==> src/rtl/ps2_host_tx.sv <==
// PS/2 host-to-device transmitter: inhibit, request-to-send, then shifts one byte,
// odd parity and stop on filtered device clock falling edges and checks the ACK.
module ps2_host_tx #(
    parameter int INHIBIT_CYCLES = 8000,
    parameter int REQ_CYCLES     = 16,
    parameter int TIMEOUT_CYCLES = 2000000
) (
    input  logic       clk,
    input  logic       rst,
    input  logic       key_clk,
    input  logic       key_data,
    output logic       key_clk_drive_low,
    output logic       key_data_drive_low,
    input  logic [7:0] tx_data,
    input  logic       tx_valid,
    output logic       tx_ready,
    output logic       busy,
    output logic       tx_done,
    output logic       tx_error
);
    localparam int MAX_A = (INHIBIT_CYCLES > REQ_CYCLES) ? INHIBIT_CYCLES : REQ_CYCLES;
    localparam int MAX_C = (MAX_A > TIMEOUT_CYCLES) ? MAX_A : TIMEOUT_CYCLES;
    localparam int CW    = $clog2(MAX_C + 1);

    typedef enum logic [1:0] {IDLE, INHIBIT, REQ, SEND} state_t;

    state_t        state_q, state_d;
    logic [CW-1:0] cnt_q, cnt_d;
    logic [3:0]    n_q, n_d;
    logic [7:0]    shreg_q, shreg_d;
    logic          parity_q, parity_d;
    logic          clk_drv_q, clk_drv_d;
    logic          data_drv_q, data_drv_d;
    logic          done_q, done_d;
    logic          err_q, err_d;
    logic [7:0]    clk_hist_q;
    logic [3:0]    data_hist_q;
    logic          fe;
    logic          ack_bit;

    // Four highs followed by four lows; data_hist_q[3] was sampled alongside the first low.
    assign fe      = (clk_hist_q == 8'b11110000);
    assign ack_bit = data_hist_q[3];

    assign tx_ready           = (state_q == IDLE) && !rst;
    assign busy               = (state_q != IDLE);
    assign key_clk_drive_low  = clk_drv_q;
    assign key_data_drive_low = data_drv_q;
    assign tx_done            = done_q;
    assign tx_error           = err_q;

    always_ff @(posedge clk) begin
        if (rst) begin
            state_q     <= IDLE;
            cnt_q       <= '0;
            n_q         <= '0;
            shreg_q     <= '0;
            parity_q    <= 1'b0;
            clk_drv_q   <= 1'b0;
            data_drv_q  <= 1'b0;
            done_q      <= 1'b0;
            err_q       <= 1'b0;
            clk_hist_q  <= 8'hFF;
            data_hist_q <= 4'hF;
        end else begin
            state_q     <= state_d;
            cnt_q       <= cnt_d;
            n_q         <= n_d;
            shreg_q     <= shreg_d;
            parity_q    <= parity_d;
            clk_drv_q   <= clk_drv_d;
            data_drv_q  <= data_drv_d;
            done_q      <= done_d;
            err_q       <= err_d;
            clk_hist_q  <= {clk_hist_q[6:0], key_clk};
            data_hist_q <= {data_hist_q[2:0], key_data};
        end
    end

    always_comb begin
        state_d    = state_q;
        cnt_d      = cnt_q;
        n_d        = n_q;
        shreg_d    = shreg_q;
        parity_d   = parity_q;
        clk_drv_d  = clk_drv_q;
        data_drv_d = data_drv_q;
        done_d     = 1'b0;
        err_d      = 1'b0;
        case (state_q)
            IDLE: begin
                if (tx_valid && tx_ready) begin
                    shreg_d    = tx_data;
                    parity_d   = ~^tx_data;
                    n_d        = '0;
                    cnt_d      = '0;
                    clk_drv_d  = 1'b1;
                    data_drv_d = 1'b0;
                    state_d    = INHIBIT;
                end
            end
            INHIBIT: begin
                if (cnt_q == CW'(INHIBIT_CYCLES - 1)) begin
                    cnt_d      = '0;
                    data_drv_d = 1'b1;
                    state_d    = REQ;
                end else begin
                    cnt_d = cnt_q + 1'b1;
                end
            end
            REQ: begin
                if (cnt_q == CW'(REQ_CYCLES - 1)) begin
                    cnt_d     = '0;
                    clk_drv_d = 1'b0;
                    state_d   = SEND;
                end else begin
                    cnt_d = cnt_q + 1'b1;
                end
            end
            SEND: begin
                if (fe) begin
                    cnt_d = '0;
                    n_d   = (n_q == 4'd10) ? n_q : n_q + 4'd1;
                    if (n_q < 4'd8) begin
                        data_drv_d = ~shreg_q[n_q[2:0]];
                    end else if (n_q == 4'd8) begin
                        data_drv_d = ~parity_q;
                    end else if (n_q == 4'd9) begin
                        data_drv_d = 1'b0;
                    end else begin
                        done_d     = ~ack_bit;
                        err_d      = ack_bit;
                        clk_drv_d  = 1'b0;
                        data_drv_d = 1'b0;
                        state_d    = IDLE;
                    end
                end else if (cnt_q == CW'(TIMEOUT_CYCLES - 1)) begin
                    err_d      = 1'b1;
                    clk_drv_d  = 1'b0;
                    data_drv_d = 1'b0;
                    state_d    = IDLE;
                end else begin
                    cnt_d = cnt_q + 1'b1;
                end
            end
            default: state_d = IDLE;
        endcase
    end
endmodule

==> config.mk <==
export PLATFORM = sky130hd
export DESIGN_NAME = ps2_host_tx
export DESIGN_NICKNAME = d
export VERILOG_FILES = /design/src/rtl/ps2_host_tx.sv
export SDC_FILE = /design/constraint.sdc
export NUM_CORES = 1
export LEC_CHECK = 0
export CAP_MARGIN = 40
export CORE_MARGIN = 1
export CORE_UTILIZATION = 35
export DETAILED_ROUTE_END_ITERATION = 6
export SYNTH_ARGS = -nofsm -noshare
export SYNTH_HDL_FRONTEND = slang
export SYNTH_SLANG_ARGS = --single-unit
==> constraint.sdc <==
create_clock -name clk -period 1.7 [get_ports clk]
set_input_delay 0.34 -clock clk [delete_from_list [all_inputs] [get_ports clk]]
set_output_delay 0.34 -clock clk [all_outputs]
set_load 0.02 [all_outputs]
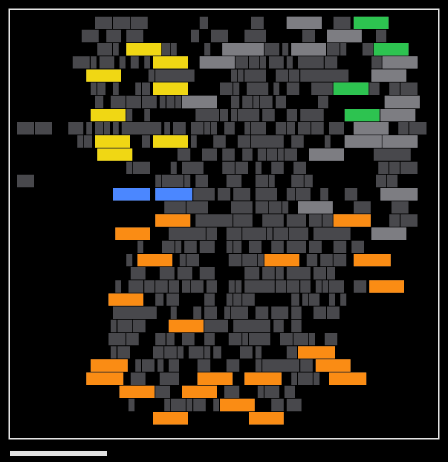
Figure 1: run 1, register map, names as in the netlist.
Bar = 20 µm. Other sequential cells in the stronger grey, the rest of the logic in the fainter grey.
| colour | name in the netlist | flops |
|---|---|---|
| blue | state_q | 2 |
| green | data_hist_q | 4 |
| yellow | shreg_q | 8 |
| orange | cnt_q | 21 |
Sequential Area: 1060 µm²
reported sequential group power: 0.00139 W

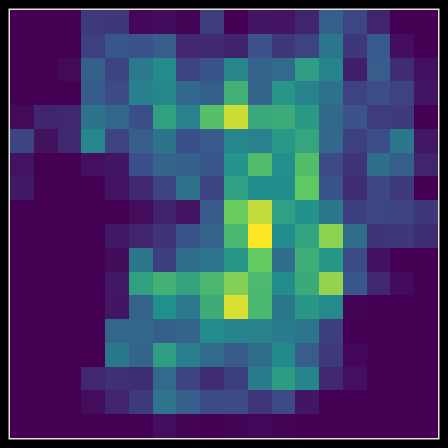
Figure 2: run 1, wire density map.
18 x 18 tiles, from dark purple (low) to yellow (high), scaled to the fullest tile. Values are wire area over tile area, all layers added.
nearly empty tiles: 30%
fullest tile: 0.53
tiles over half the peak: 13%
routed via count: 2226
WL/cell: 12.8 µm
Global Route Usage Sum: 16.2%
Routed Wire Length: 5890 µm

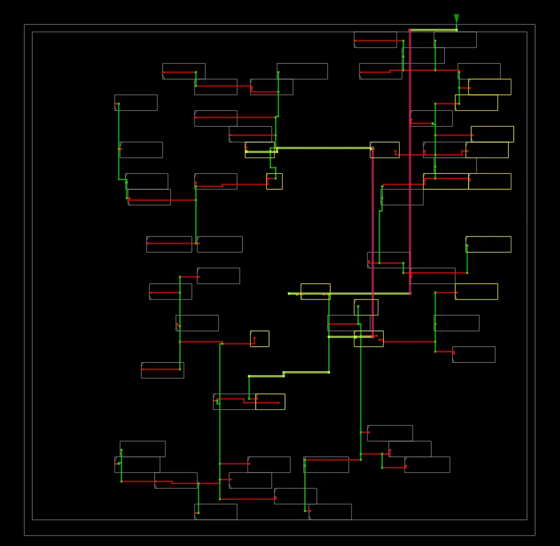
Figure 3: run 1, clock wiring as the flow saved it.
power drawn by the clock network: 0.000761 W
clk ins delay skew pair: 0.32 ns
Num Clock Sinks: 52
total of clock buffers placed in the layout: 5
setup clock skew after layout: 0.00481 ns

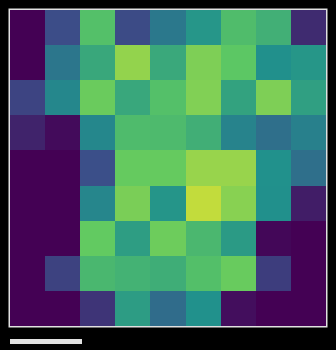
Figure 4: run 1, local utilization.
Bar = 20 µm. 9 x 9 tiles, from dark purple (low) to yellow (high), 0 to 100% covered.
nearly empty tiles: 20%
tiles over 75% full: 19%
emptiest ninth of the die: left middle
mean over tiles: 43%
fullest tile: 91%
core area: 7210 µm²
Init Core Util: 36.2%
Layout Utilization: 48.4%

[run 1: how the worst max path moves through the flow]
stage                             to  cells after the start
after CTS                  cnt_q[13]                      7
after global placement      tx_ready                      4
after global routing       cnt_q[15]                      7
after detailed placement   cnt_q[19]                      7
after floorplan           state_q[0]                      8
final                     state_q[0]                      6
[run 1: through the flow]
stage / setup TNS (ns) / cell area, µm² / total power [W]
4_1_cts: -2.41 / 3450 / 0.00357
5_1_grt: -6.01 / 3490 / 0.00382
2_1_floorplan: -0.0170 / 2620 / 0.00219
3_5_place_dp: -8.58 / 3230 / 0.00268
3_3_place_gp: -11.64 / 3220 / 0.00266
6_report: -3.59 / 3490 / 0.00360
==> GITHUB_STEP_SUMMARY, run 1 <==
### Flow metrics

| Metric | Value |
|---|---|
| Overall die width | `88.3 µm` |
| CTS clock-pin slew for the worst setup and hold paths | `0.10 ns` |
| Ys flops | `52` |
| Clk pwr share | `21.1%` |
| Violations in the final reports | `setup timing` |
| Remaining antenna violation count | `0` |
| Clock period minus final worst setup slack | `1.96 ns` |
| RR Endpoint | `state_q[0]` |
| Routed wire length on met2 | `between 2000 and 3000 µm` |
| Critical Setup Path Class | `register to register` |
| Worst Setup SP | `cnt_q[20]` |
| Largest logic family | `simple AND/OR/NAND/NOR gates` |
| Unrepaired setup endpoints after global routing | `true` |
| Number of ordinary inverters in the final layout | `7` |
| Critical-path cell list | `nor4_4 > nand4_1 > o21ai_2 > nand2_2 > or4_4 > o31ai_4` |
| Master of the slowest instance on the critical path | `sky130_fd_sc_hd__or4_4` |
| Worst Path Arrival | `about 2.2 ns` |
| Upper clock frequency limit | `0.510 GHz` |
| Post-detailed-placement half-perimeter wirelength | `4400 µm` |
| Worst hold path endpoint | `data_hist_q[2]` |
| Buffers and inverters on the worst path | `0` |
| Sequential share of power | `38.7%` |
| Largest registers | `cnt_q: 21 flops, clk_hist_q: 8 flops, shreg_q: 8 flops` |
| Number of buffers other than clock buffers in the final layout | `73` |
| Number of flip-flops and latches | `52` |
| Post-synthesis mux area share | `about 2.5%` |
| Cells in synth_stat.txt | `289` |
| Final number of setup-violating endpoints | `25` |
| Area share, top type | `~40%` |
| Relative area of non-clock buffer cells in the final design | `16.7%` |
| Number of cells traversed by the worst register-to-register path | `6` |
| Count of cell types in the netlist | `50` |
| Tally of yosys warning messages | `0` |
| Required @ worst endpoint | `roughly 1.9 ns` |
| Top flip-flop cell by instance count after synthesis | `sky130_fd_sc_hd__dfxtp_1` |
| Final Net Count | `383` |
| Maximum clock path buffer count | `2` |
| Post-CTS Resized | `24` |
| Proportion of layout cells with a drive suffix above 1 | `33.8%` |
| Leading cell types in the layout, fill and taps excluded | `sky130_fd_sc_hd__buf_4 (55), sky130_fd_sc_hd__dfxtp_1 (40), sky130_fd_sc_hd__nand2_1 (37)` |
| Vias in the first global route | `2136` |
| Internal power component | `between 0.002 and 0.0025 W` |
| WHS Path Cells | `1` |
| Metal3 WL | `195 µm` |
| Most popular library cell in the synthesized design by count | `sky130_fd_sc_hd__dfxtp_1` |
| Async S/R FF share, synth | `0%` |
| Most frequent logic cell in the layout | `sky130_fd_sc_hd__buf_4` |
| Crit start category | `register` |
| Slowest Stage Delay on Critical Path | `0.51 ns` |
| Logic area | `1600 µm²` |
| Crit path max-delay family | `simple AND/OR/NAND/NOR gates` |
| Critical Path Sink Type | `register` |
| Largest cell class by area | `multi-input combinational cells` |
| Flip-flop count of the largest register after layout | `21` |
| Crit path setup slack, layout | `-0.262 ns` |
| Adder share | `4.80%` |
| Pin slew with the least headroom to its limit | `0.334 ns` |
| Count of antenna diodes in the layout | `0` |
| Antenna violations before repair | `0` |
| Maximum Capacitance Violations | `0` |
| Number of warning messages in the logs | `36` |
| Final hold slack | `about 0.42 ns` |
| Maximum fanout count along the critical path | `3` |
| Leakage | `approximately 1.4 nW` |
| Combinational share of power | `40.1%` |
| Power dissipated by switching net loads | `0.00132 W` |
| Busiest layer in global routing | `met2` |
| DRC violation count after routing | `0` |
| Max Transition Viols Final | `0` |
| Maximum number of pins on one net before global-route repair | `19` |
| # Post-CTS Setup Buffers | `4` |
| Met2 Resource Use GR | `26.2%` |
| Number of synthesized flops with an enable pin | `0` |
| Leading power group | `combinational logic` |
| Register-to-register setup slack | `-0.26 ns` |
| Synth Instances | `289` |
| Status | `finished with violations` |
| Die Area | `7800 µm²` |
| GR Util met1 | `about 22%` |
| Total CTS buffers | `5` |
| Top-Level Pins | `19` |
==> run 2, diff against run 1 <==
--- a/config.mk
+++ b/config.mk
@@ -6,9 +6,9 @@
 export NUM_CORES = 1
 export LEC_CHECK = 0
 export CAP_MARGIN = 40
-export CORE_MARGIN = 1
-export CORE_UTILIZATION = 35
+export CORE_UTILIZATION = 45
 export DETAILED_ROUTE_END_ITERATION = 6
+export PLACE_DENSITY = 0.66
 export SYNTH_ARGS = -nofsm -noshare
 export SYNTH_HDL_FRONTEND = slang
 export SYNTH_SLANG_ARGS = --single-unit
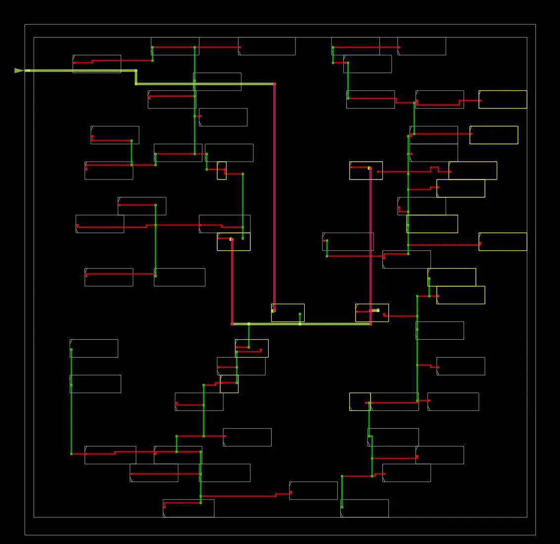
Figure 5: run 2, clock wiring as the flow saved it.
clk ins delay skew pair: 0.31 ns
setup clock skew after layout: 0.0183 ns
number of flip-flops and latches: 52
power drawn by the clock network: 0.000708 W

==> GITHUB_STEP_SUMMARY, run 2 <==
### Flow metrics

| Metric | Value |
|---|---|
| Status | `finished with violations` |
| Violations in the final reports | `setup timing` |
| Register-to-register setup slack | `-0.18 ns (+0.08 ns)` |
| Total CTS buffers | `5 (unchanged)` |
| Crit start category | `register` |
| Global Route Usage Sum | `20.8% (+4.7 points)` |
| Number of synthesized flops with an enable pin | `0 (unchanged)` |
| Leading power group | `combinational logic` |
| Final number of setup-violating endpoints | `25 (unchanged)` |
| Most frequent logic cell in the layout | `sky130_fd_sc_hd__buf_4` |
| Critical Path Sink Type | `register` |
| Logic area | `1660 µm² (+3.3%)` |
| Number of ordinary inverters in the final layout | `7 (unchanged)` |
| Maximum fanout count along the critical path | `4 (+1)` |
| Sequential share of power | `37.7% (-1.0 points)` |
| Flip-flop count of the largest register after layout | `21 (unchanged)` |
| Adder share | `4.80% (unchanged)` |
| Top-Level Pins | `19 (unchanged)` |
| Final Net Count | `387 (+1.0%)` |
| Power dissipated by switching net loads | `0.00134 W (+1.9%)` |
| Critical-path cell list | `nor4_4 > and2_4 > a21bo_1 > nand3_1 > or4_4 > a21oi_2` |
| Buffers and inverters on the worst path | `0 (unchanged)` |
| Count of antenna diodes in the layout | `0 (unchanged)` |
| CTS clock-pin slew for the worst setup and hold paths | `0.09 ns (about the same)` |
| Clock period minus final worst setup slack | `1.88 ns (-0.0812 ns)` |
| GR Util met1 | `29.2% (+7.6 points)` |
| Count of cell types in the netlist | `50 (unchanged)` |
| Post-detailed-placement half-perimeter wirelength | `4160 µm (-5.4%)` |
| Worst Path Arrival | `2.13 ns (-0.07 ns)` |
| Antenna violations before repair | `0 (unchanged)` |
| Die Area | `6110 µm² (-22%)` |
| Worst hold path endpoint | `data_hist_q[2]` |
| Pin slew with the least headroom to its limit | `0.543 ns (+0.208 ns)` |
| Overall die width | `78.1 µm (-12%)` |
| Synth Instances | `289 (unchanged)` |
| Largest registers | `cnt_q: 21 flops, clk_hist_q: 8 flops, shreg_q: 8 flops` |
| Sequential Area | `1060 µm² (-0.12%)` |
| Num Clock Sinks | `52 (unchanged)` |
| Area share, top type | `39.9% (unchanged)` |
| Routed Wire Length | `5910 µm (+0.27%)` |
| Top flip-flop cell by instance count after synthesis | `sky130_fd_sc_hd__dfxtp_1` |
| Most popular library cell in the synthesized design by count | `sky130_fd_sc_hd__dfxtp_1` |
| Routed via count | `2263 (+1.7%)` |
| Crit path setup slack, layout | `-0.180 ns (+0.0812 ns)` |
| Vias in the first global route | `2151 (+0.70%)` |
| Leading cell types in the layout, fill and taps excluded | `sky130_fd_sc_hd__buf_4 (57), sky130_fd_sc_hd__dfxtp_1 (41), sky130_fd_sc_hd__nand2_1 (36)` |
| WHS Path Cells | `1 (unchanged)` |
| Relative area of non-clock buffer cells in the final design | `17.3% (+0.57 points)` |
| Final Cell Area | `3530 µm² (+1.0%)` |
| Init Core Util | `47.1% (+11 points)` |
| Async S/R FF share, synth | `0% (unchanged)` |
| Post-route setup TNS | `-2.87 ns (+0.714 ns)` |
| Cells in synth_stat.txt | `289 (unchanged)` |
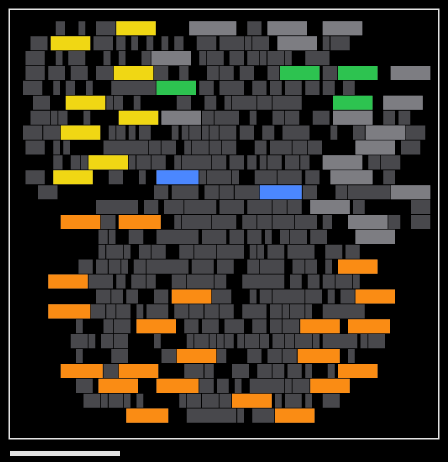
Figure 6: run 2, register map, names as in the netlist.
Bar = 20 µm. Other sequential cells in the stronger grey, the rest of the logic in the fainter grey.
| colour | name in the netlist | flops |
|---|---|---|
| blue | state_q | 2 |
| yellow | shreg_q | 8 |
| orange | cnt_q | 21 |
| green | data_hist_q | 4 |
not coloured: 17
Layout Utilization: 63.7%
fraction of standard cell area that is sequential: 30.0%

## run 2: cell counts after synthesis
Identical to the previous run, type by type.
## run 2: what timing repair did
| action | in CTS | in global routing |
|---|---|---|
| gates resized | 31 | 25 |
| endpoints found under the setup margin | 36 | 30 |
| pin swaps | 16 | 19 |
| hold buffers | 0 | 0 |
| gates cloned | 0 | 1 |
| buffers inserted | 5 | 3 |
## run 2: how the worst max path moves through the flow
stage | end | slack, ns
after floorplan | state_q[0] | -0.02
after global placement | tx_ready | -0.31
after detailed placement | cnt_q[18] | -0.35
after CTS | key_data_drive_low | -0.13
after global routing | cnt_q[16] | -0.29
final | key_clk_drive_low | -0.18
## run 2: routing by layer
layer  part of all wire [%]  wire length (µm)
met1                     50              2970
met4                    1.8               106
met5                      0                 0
met3                    3.5               206
met2                     44              2620
==> run 3, diff against run 2 <==
--- a/config.mk
+++ b/config.mk
@@ -6,8 +6,10 @@
 export NUM_CORES = 1
 export LEC_CHECK = 0
 export CAP_MARGIN = 40
+export CORE_MARGIN = 2
 export CORE_UTILIZATION = 45
 export DETAILED_ROUTE_END_ITERATION = 6
+export GPL_ROUTABILITY_DRIVEN = 0
 export PLACE_DENSITY = 0.66
 export SYNTH_ARGS = -nofsm -noshare
 export SYNTH_HDL_FRONTEND = slang
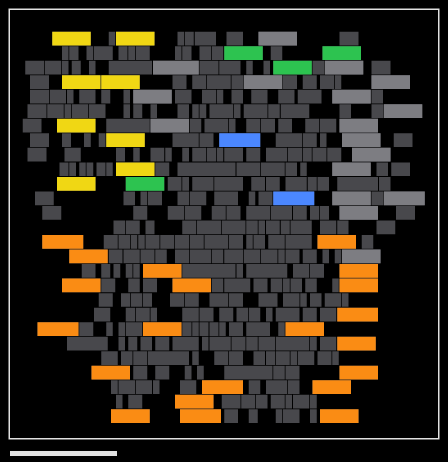
Figure 7: run 3, register map, names as in the netlist.
Bar = 20 µm. Other sequential cells in the stronger grey, the rest of the logic in the fainter grey.
| colour | name in the netlist | flops |
|---|---|---|
| orange | cnt_q | 21 |
| blue | state_q | 2 |
| yellow | shreg_q | 8 |
| green | data_hist_q | 4 |
reported sequential group power: 0.00140 W
fraction of standard cell area that is sequential: 29.9%
Sequential Area: 1050 µm²

==> GITHUB_STEP_SUMMARY, run 3 <==
### Flow metrics

| Metric | Value |
|---|---|
| Antenna violations before repair | `0 (unchanged)` |
| Pin slew with the least headroom to its limit | `0.361 ns (-0.182 ns)` |
| Crit path setup slack, layout | `-0.198 ns (-0.0179 ns)` |
| Sequential share of power | `35.5% (-2.2 points)` |
| Worst hold path endpoint | `data_hist_q[2]` |
| Async S/R FF share, synth | `0% (unchanged)` |
| Largest registers | `cnt_q: 21 flops, clk_hist_q: 8 flops, shreg_q: 8 flops` |
| Overall die width | `80.1 µm (+2.6%)` |
| Top flip-flop cell by instance count after synthesis | `sky130_fd_sc_hd__dfxtp_1` |
| Count of cell types in the netlist | `50 (unchanged)` |
| Setup clock skew after layout | `0.0128 ns (-0.00551 ns)` |
| Number of synthesized flops with an enable pin | `0 (unchanged)` |
| Crit start category | `register` |
| Final number of setup-violating endpoints | `26 (+4.0%)` |
| Register-to-register setup slack | `-0.20 ns (-0.02 ns)` |
| Leading cell types in the layout, fill and taps excluded | `sky130_fd_sc_hd__buf_4 (55), sky130_fd_sc_hd__dfxtp_1 (43), sky130_fd_sc_hd__nand2_1 (36)` |
| Most popular library cell in the synthesized design by count | `sky130_fd_sc_hd__dfxtp_1` |
| Critical Path Sink Type | `register` |
| Post-detailed-placement half-perimeter wirelength | `4240 µm (+2.0%)` |
| Power drawn by the clock network | `0.000877 W (+24%)` |
| Synth Instances | `289 (unchanged)` |
| Post-CTS Resized | `31 (unchanged)` |
| Top-Level Pins | `19 (unchanged)` |
| Adder share | `4.80% (unchanged)` |
| Clock period minus final worst setup slack | `1.90 ns (+0.0179 ns)` |
| # Post-CTS Setup Buffers | `7 (+2)` |
| Maximum fanout count along the critical path | `4 (unchanged)` |
| Clk ins delay skew pair | `0.32 ns (about the same)` |
| Status | `finished with violations` |
| Capturing element of the worst setup path | `state_q[0]` |
| Critical-path cell list | `inv_1 > ha_2 > inv_2 > a21o_2 > o21a_1 > nand2_1 > or4_1 > o31ai_1` |
| Most frequent logic cell in the layout | `sky130_fd_sc_hd__buf_4` |
| Violations in the final reports | `setup timing` |
| Area share, top type | `39.9% (unchanged)` |
| Total CTS buffers | `5 (unchanged)` |
| Cells in synth_stat.txt | `289 (unchanged)` |
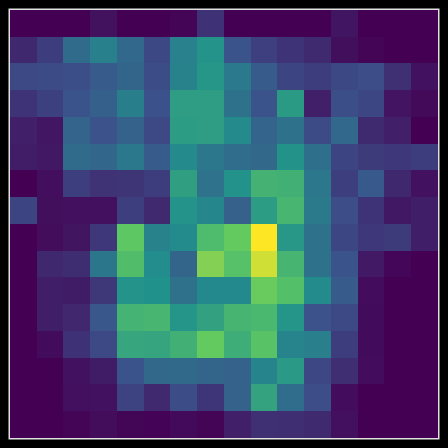
Figure 8: run 3, wire density map.
16 x 16 tiles, from dark purple (low) to yellow (high), scaled to the fullest tile. Values are wire area over tile area, all layers added.
mean over tiles: 0.15
emptiest ninth of the die: bottom right
fullest tile: 0.60
densest ninth of the die: middle
Routed Wire Length: 6060 µm
Global Route Usage Sum: 20.0%
routed via count: 2291

run 3: cell counts after synthesis:
Identical to the previous run, type by type.
run 3: final cells by class:
class | instances | area (µm²) | share of cell area, %
Tap cell | 72 | 90.1 | 2.55
Timing Repair Buffer | 78 | 633 | 17.9
Clock inverter | 3 | 46.3 | 1.31
Inverter | 7 | 26.3 | 0.745
Multi-Input combinational cell | 223 | 1610 | 45.6
Sequential cell | 52 | 1050 | 29.9
Clock buffer | 5 | 68.8 | 1.95
run 3: per-layer routing:
metal | track usage, % | vias up | part of all wire (%)
li1 | - | 1167 | -
met1 | 26.9 | 1061 | 48
met2 | 31.8 | 54 | 46
met3 | 3.82 | 9 | 4.7
met4 | 7.12 | 0 | 1.7
met5 | 0 | - | 0

==> notes/layouts.md <==
Pictures saved along the way, in no particular order.

Routed metal, one colour a layer.
Two of the layers only.
image #1
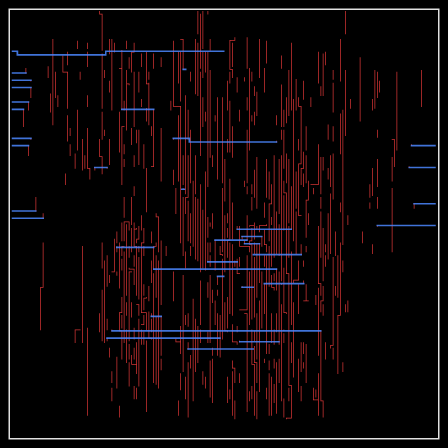
image #2
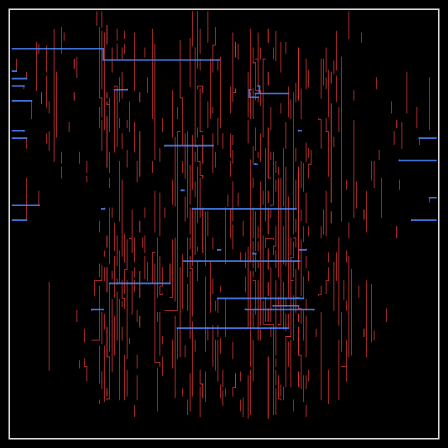
image #3
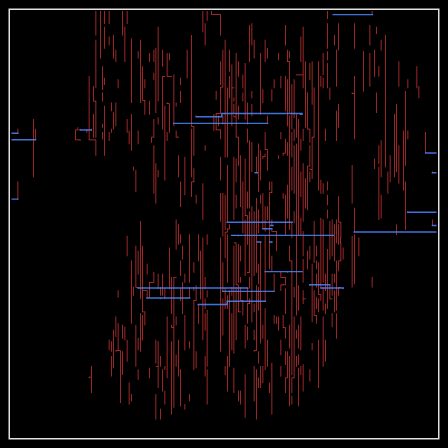
- run 3 = image #1
- run 1 = image #3
- run 2 = image #2

Key to image #3:
| colour | layer | wire length |
|---|---|---|
| blue | M3 | 196 µm |
| red | M2 | 2710 µm |

Power and IR drop assume default switching activity.
